**src/rtl/spi_xfer_ctrl.sv**
```systemverilog
// Transaction sequencer for the SPI latch datapath: takes one transfer descriptor per start,
// generates ss_n/sclk and the datapath strobes through SETUP/LOAD/TX/DUMMY/RX/HOLD/DONE.
module spi_xfer_ctrl #(
   parameter int DIV_W = 8
) (
   input  logic             clk,
   input  logic             rst,
   input  logic             start,
   input  logic [DIV_W-1:0] clk_div,
   input  logic [7:0]       tx_bits,
   input  logic [1:0]       tx_mode,
   input  logic [3:0]       dummy_cycles,
   input  logic [6:0]       rx_bits,
   input  logic [1:0]       rx_mode,
   output logic             busy,
   output logic             done,
   output logic             ss_n,
   output logic             sclk,
   output logic             sclk_en,
   output logic             setup_rst,
   output logic             loadtxdata_en,
   output logic             latchout_en,
   output logic             latchin_en,
   output logic [7:0]       mosistop_cnt,
   output logic [6:0]       misostop_cnt,
   output logic             dualtx_en,
   output logic             quadtx_en,
   output logic             dualrx,
   output logic             quadrx
);

   typedef enum logic [2:0] {IDLE, SETUP, LOAD, TX, DUMMY, RX, HOLD, DONE} state_t;

   state_t           state;
   state_t           phase_next;
   logic [DIV_W-1:0] div_q;
   logic [DIV_W-1:0] div_cnt;
   logic [7:0]       rises;
   logic [7:0]       phase_target;
   logic [7:0]       tx_beats_q;
   logic [6:0]       rx_beats_q;
   logic [3:0]       dummy_q;
   logic [6:0]       rx_step;
   logic             tc;

   // Lane width -> shift amount: dual moves 2 bits per beat, quad 4, everything else 1.
   function automatic logic [1:0] mode_shift(input logic [1:0] mode);
      case (mode)
         2'b01:   return 2'd1;
         2'b10:   return 2'd2;
         default: return 2'd0;
      endcase
   endfunction

   assign rx_step = 7'd1 << mode_shift(rx_mode);
   assign tc      = (div_cnt == div_q - DIV_W'(1));

   // Successor of the current state among the SCLK phases, skipping empty ones.
   always_comb begin
      phase_next = HOLD;
      case (state)
         LOAD: begin
            if (tx_beats_q != '0)        phase_next = TX;
            else if (dummy_q != '0)      phase_next = DUMMY;
            else if (rx_beats_q != '0)   phase_next = RX;
         end
         TX: begin
            if (dummy_q != '0)           phase_next = DUMMY;
            else if (rx_beats_q != '0)   phase_next = RX;
         end
         DUMMY: begin
            if (rx_beats_q != '0)        phase_next = RX;
         end
         default: phase_next = HOLD;
      endcase
   end

   always_comb begin
      phase_target = '0;
      case (state)
         TX:      phase_target = tx_beats_q;
         DUMMY:   phase_target = {4'd0, dummy_q};
         RX:      phase_target = {1'b0, rx_beats_q};
         default: phase_target = '0;
      endcase
   end

   // NOTE: every register here uses <= so all state updates in a cycle see pre-edge values.
   always_ff @(posedge clk or posedge rst) begin
      if (rst) begin
         state         <= IDLE;
         busy          <= 1'b0;
         done          <= 1'b0;
         ss_n          <= 1'b1;
         sclk          <= 1'b0;
         sclk_en       <= 1'b0;
         setup_rst     <= 1'b0;
         loadtxdata_en <= 1'b0;
         latchout_en   <= 1'b0;
         latchin_en    <= 1'b0;
         mosistop_cnt  <= '0;
         misostop_cnt  <= '0;
         dualtx_en     <= 1'b0;
         quadtx_en     <= 1'b0;
         dualrx        <= 1'b0;
         quadrx        <= 1'b0;
         div_q         <= '0;
         div_cnt       <= '0;
         rises         <= '0;
         tx_beats_q    <= '0;
         rx_beats_q    <= '0;
         dummy_q       <= '0;
      end else begin
         setup_rst     <= 1'b0;
         loadtxdata_en <= 1'b0;
         latchout_en   <= 1'b0;
         latchin_en    <= 1'b0;
         done          <= 1'b0;
         case (state)
            IDLE: begin
               busy <= 1'b0;
               if (start && !busy) begin
                  mosistop_cnt <= tx_bits;
                  misostop_cnt <= (rx_bits < rx_step) ? 7'd0 : rx_bits - rx_step;
                  dualtx_en    <= (tx_mode == 2'b01);
                  quadtx_en    <= (tx_mode == 2'b10);
                  dualrx       <= (rx_mode == 2'b01);
                  quadrx       <= (rx_mode == 2'b10);
                  tx_beats_q   <= tx_bits >> mode_shift(tx_mode);
                  rx_beats_q   <= rx_bits >> mode_shift(rx_mode);
                  dummy_q      <= dummy_cycles;
                  div_q        <= (clk_div == '0) ? DIV_W'(1) : clk_div;
                  ss_n         <= 1'b0;
                  busy         <= 1'b1;
                  setup_rst    <= 1'b1;
                  state        <= SETUP;
               end
            end
            SETUP: begin
               loadtxdata_en <= 1'b1;
               latchout_en   <= (tx_beats_q != '0);
               state         <= LOAD;
            end
            LOAD: begin
               div_cnt <= '0;
               rises   <= '0;
               sclk_en <= (phase_next != HOLD);
               state   <= phase_next;
            end
            TX, DUMMY, RX: begin
               if (tc) begin
                  div_cnt <= '0;
                  if (!sclk) begin
                     sclk       <= 1'b1;
                     latchin_en <= 1'b1;
                     rises      <= rises + 8'd1;
                  end else begin
                     sclk        <= 1'b0;
                     latchout_en <= 1'b1;
                     // The phase ends on the fall that follows its last counted rise.
                     if (rises == phase_target) begin
                        rises   <= '0;
                        sclk_en <= (phase_next != HOLD);
                        state   <= phase_next;
                     end
                  end
               end else begin
                  div_cnt <= div_cnt + DIV_W'(1);
               end
            end
            HOLD: begin
               if (tc) begin
                  div_cnt <= '0;
                  ss_n    <= 1'b1;
                  state   <= DONE;
               end else begin
                  div_cnt <= div_cnt + DIV_W'(1);
               end
            end
            DONE: begin
               done  <= 1'b1;
               state <= IDLE;
            end
            default: state <= IDLE;
         endcase
      end
   end

endmodule

```
**config.mk**
```make
export PLATFORM = sky130hd
export DESIGN_NAME = spi_xfer_ctrl
export DESIGN_NICKNAME = d
export VERILOG_FILES = /design/src/rtl/spi_xfer_ctrl.sv
export SDC_FILE = /design/constraint.sdc
export NUM_CORES = 1
export LEC_CHECK = 0
export CAP_MARGIN = 20
export CORE_MARGIN = 2
export CORE_UTILIZATION = 50
export CTS_CLUSTER_SIZE = 20
export DETAILED_ROUTE_END_ITERATION = 6
export PLACE_DENSITY = 0.77
export RECOVER_POWER = 50
export SYNTH_ARGS = -nofsm -noshare
export SYNTH_HDL_FRONTEND = slang
export SYNTH_SLANG_ARGS = --single-unit
```
**constraint.sdc**
```tcl
create_clock -name clk -period 2.57 [get_ports clk]
set_input_delay 0.771 -clock clk [delete_from_list [all_inputs] [get_ports clk]]
set_output_delay 0.771 -clock clk [all_outputs]
set_load 0.01 [all_outputs]
```
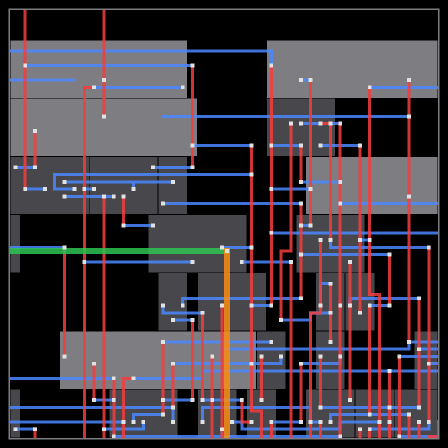
Figure 1: zoomed window.
Region (63, 63) to (83, 83) um. Cells in grey, sequential cells in the stronger grey; small squares are vias.
layer	colour
metal 1	blue
metal 2	red
metal 3	green
metal 4	orange
most frequent	dfrtp_1 (5), nand2_1 (4), o22a_1 (4)
cells with their middle in the window	23
sequential cells in the window	5
netlist names of flops here include	rises (5)

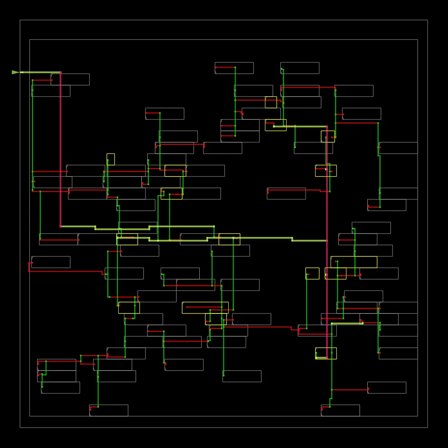
Figure 2: clock routing.
Clock group: 0.00103 W
TritonCTS buffer count: 9
CTS sink count: 74
Final Skew: 0.0118 ns

==> report_table.html <==
<p>Metrics extracted from the flow reports.</p>
<table>
<tr><th>Metric</th><th>Value</th></tr>
<tr><th colspan="2">Cells and area</th></tr>
<tr><td>Number of multi-input logic gates</td><td>367</td></tr>
<tr><td>Leading cell category by total area</td><td>logic gates</td></tr>
<tr><td>Register cell area after layout</td><td>1850 um^2</td></tr>
<tr><td>Final cell area excluding filler cells</td><td>5440 um^2</td></tr>
<tr><td>Comb area</td><td>2360 um^2</td></tr>
<tr><td>Area share of buffers outside the clock network</td><td>14.4%</td></tr>
<tr><td>Cell Count, Final, Fillers Out</td><td>665</td></tr>
<tr><td>Diode count</td><td>0</td></tr>
<tr><td>Top logic cell by instance count in the layout</td><td>nand2_1</td></tr>
<tr><td>Number of clock-tree buffers in the layout</td><td>10</td></tr>
<tr><td>Top logic cells by instance count in the layout</td><td>nand2_1, dfrtp_1, clkdlybuf4s50_1, o21ai_0, nor2_1</td></tr>
<tr><td>Number of flip-flops and latches</td><td>74</td></tr>
<tr><td>Number of signal-net inverters in the final layout</td><td>20</td></tr>
<tr><td>Clk cell area share</td><td>4.19%</td></tr>
<tr><th colspan="2">Worst setup path</th></tr>
<tr><td>Capture point of the worst reg-to-reg path</td><td>state[1]</td></tr>
<tr><td>Highest fanout seen on the critical path</td><td>6</td></tr>
<tr><td>Worst R2R Start</td><td>state[2]</td></tr>
<tr><td>Worst r2r path cells</td><td>6</td></tr>
<tr><td>Worst setup path class</td><td>primary input to flip-flop</td></tr>
<tr><td>Arrival time worst endpoint</td><td>2.72 ns</td></tr>
<tr><td>Kind of cell adding the most delay to the critical path</td><td>AND-OR/OR-AND gates</td></tr>
<tr><td>Buffer and inverter count on the worst path</td><td>2</td></tr>
<tr><td>Slowest-stage cell, CP</td><td>or3_4</td></tr>
<tr><td>Termination of the worst setup path</td><td>misostop_cnt[0]</td></tr>
<tr><td>Beginning of the critical path</td><td>rx_mode[1]</td></tr>
<tr><td>Worst endpoint required time</td><td>2.80 ns</td></tr>
<tr><td>Type of element launching the critical path</td><td>primary input</td></tr>
<tr><td>Cell chain of the critical path</td><td>dlygate4sd2_1, buf_4, ha_1, ha_2, nor2b_1, o21ai_1, nand2b_1, or3_4, o31ai_4, o21ai_1</td></tr>
<tr><td>Cell mode on critical path</td><td>o21ai_1</td></tr>
<tr><th colspan="2">Route</th></tr>
<tr><td>Average vias per placed instance</td><td>5.80</td></tr>
<tr><td>Wire length reported by the detailed router</td><td>10500 um</td></tr>
<tr><td>Iter 0 DRT Violations</td><td>296</td></tr>
<tr><td>Detailed-router iteration count before antenna repair</td><td>4</td></tr>
<tr><th colspan="2">Yosys</th></tr>
<tr><td>Number of standard cells after synthesis</td><td>485</td></tr>
<tr><td>Share of the synthesized area in the top cell type</td><td>42.1%</td></tr>
<tr><td>Post-Syn Area</td><td>4340 um^2</td></tr>
<tr><td>Yosys cell count</td><td>485</td></tr>
<tr><td>Ys async rst share</td><td>100%</td></tr>
<tr><td>Flip-flop and latch count after synthesis</td><td>74</td></tr>
<tr><td>Adder Area Share</td><td>3.35%</td></tr>
<tr><td>Library cell occupying the most area in the post-synthesis netlist</td><td>dfrtp_1</td></tr>
<tr><td>Number of distinct standard cells referenced by the synthesized netlist</td><td>63</td></tr>
<tr><td>Share of the yosys chip area belonging to registers</td><td>42.7%</td></tr>
<tr><th colspan="2">Pwr</th></tr>
<tr><td>Sequential cell fraction of total power</td><td>34.5%</td></tr>
<tr><td>Worst VDD drop</td><td>567 uV</td></tr>
<tr><td>Main power group</td><td>combinational cells</td></tr>
<tr><td>Leakage power</td><td>2.36 nW</td></tr>
<tr><td>Power attributed to combinational cells</td><td>0.00280 W</td></tr>
<tr><td>Sequential Power</td><td>0.00201 W</td></tr>
<tr><td>Areal power density over the cells</td><td>1070 nW/um^2</td></tr>
<tr><td>Switch share</td><td>40.3%</td></tr>
<tr><td>Share of power burned in combinational logic</td><td>48.0%</td></tr>
<tr><th colspan="2">Clock network</th></tr>
<tr><td>Maximum clock insertion buffer count</td><td>2</td></tr>
<tr><td>Hold_buf cts</td><td>0</td></tr>
<tr><td>Clock root cell</td><td>clkbuf_8</td></tr>
<tr><td>Htree depth</td><td>3</td></tr>
<tr><td>Gates resized, CTS repair</td><td>10</td></tr>
<tr><td>Clock slew at the register clock pins of the worst setup and hold paths</td><td>0.08 ns</td></tr>
<tr><th colspan="2">Hold path</th></tr>
<tr><td>Worst Hold Depth</td><td>2</td></tr>
<tr><td>Class of the tightest hold or removal check</td><td>flip-flop to flip-flop</td></tr>
<tr><td>Hold endpoint</td><td>mosistop_cnt[5]</td></tr>
<tr><th colspan="2">STA</th></tr>
<tr><td>Slew at the pin closest to its max-slew limit</td><td>0.990 ns</td></tr>
<tr><td>Total setup violations reported at the end of the flow</td><td>0</td></tr>
<tr><td>Min Tclk post-route</td><td>2.49 ns</td></tr>
<tr><td>Final worst-path setup slack</td><td>0.0844 ns</td></tr>
<tr><td>Total count of max-transition violations in the final report</td><td>0</td></tr>
<tr><td>Final-layout worst hold slack</td><td>0.480 ns</td></tr>
<tr><td>Upper clock frequency limit</td><td>0.402 GHz</td></tr>
<tr><td>Final-layout setup total negative slack</td><td>0 ns</td></tr>
<tr><td>Period utilisation layout</td><td>96.7%</td></tr>
<tr><th colspan="2">Floorplanning</th></tr>
<tr><td>Floorplan die width</td><td>97.1 um</td></tr>
<tr><td>Area of the core</td><td>8300 um^2</td></tr>
<tr><td>Tapcells inserted</td><td>105</td></tr>
<tr><td>Fp_density</td><td>52.3%</td></tr>
<tr><td>Die Size</td><td>9430 um^2</td></tr>
<tr><th colspan="2">Global route</th></tr>
<tr><td>Total grt overflow</td><td>0</td></tr>
<tr><td>Number of antenna violations at the first check in global routing</td><td>0</td></tr>
<tr><td>First-pass GRT wire length</td><td>17800 um</td></tr>
<tr><td>Total Routing Usage GR</td><td>23.0%</td></tr>
<tr><td>Vias in the first global route</td><td>3748</td></tr>
<tr><th colspan="2">Status</th></tr>
<tr><td>Result of the run</td><td>finished, final reports clean</td></tr>
<tr><th colspan="2">Job</th></tr>
<tr><td>Count of warning messages emitted by the tools</td><td>29</td></tr>
<tr><td>Max-cap violations</td><td>0</td></tr>
<tr><th colspan="2">Placed design</th></tr>
<tr><td>Detailed Place HPWL</td><td>7700 um</td></tr>
</table>
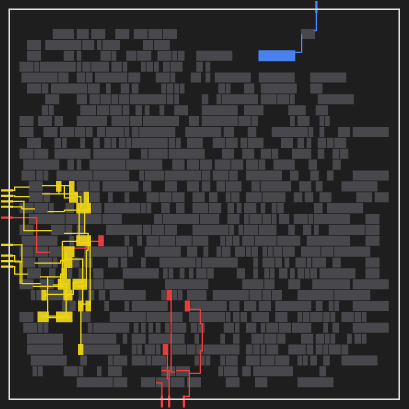
Figure 3: wires at chosen ports, followed through buffers.
Scale: 4 px per um.
port	colour	bits	direction	end cells	buffers	wire
dummy_cycles	red	4	input	4	4	106 um
latchin_en	blue	1	output	1	1	11.6 um
tx_bits	yellow	8	input	21	8	282 um
total I/O pin count: 62
count of buffers inserted at the top-level ports: 61

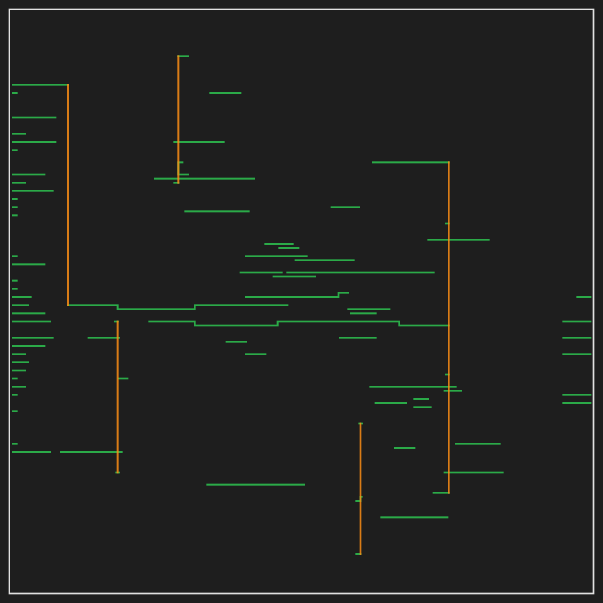
Figure 4: routed metal, one colour a layer.
Scale: 6 px per um. Only two layers are drawn.
layer	colour	wire length
metal 4	orange	160 um
metal 3	green	490 um
average wire per cell in the routed design: 15.8 um
total via count after detailed routing: 3856

## metal layers
| metal | GRT usage [%] | routed length, um | vias to the layer above |
|---|---|---|---|
| met4 | 9.21 | 159 | 0 |
| met5 | 0 | 0 | - |
| met1 | 31.1 | 4780 | 1842 |
| met2 | 37.0 | 5100 | 125 |
| li1 | - | - | 1876 |
| met3 | 3.88 | 490 | 13 |
## synthesized netlist by cell type, types with 9 or more instances
cell type	number
nor2_1	28
inv_1	19
nand4b_1	15
a21oi_1	15
mux2i_1	9
xnor2_1	10
clkbuf_1	10
xor2_1	9
nand3_1	12
nand4_1	10
nand2_1	102
ha_1	10
o21ai_0	39
dfrtp_1	73
Power and IR drop assume default switching activity.
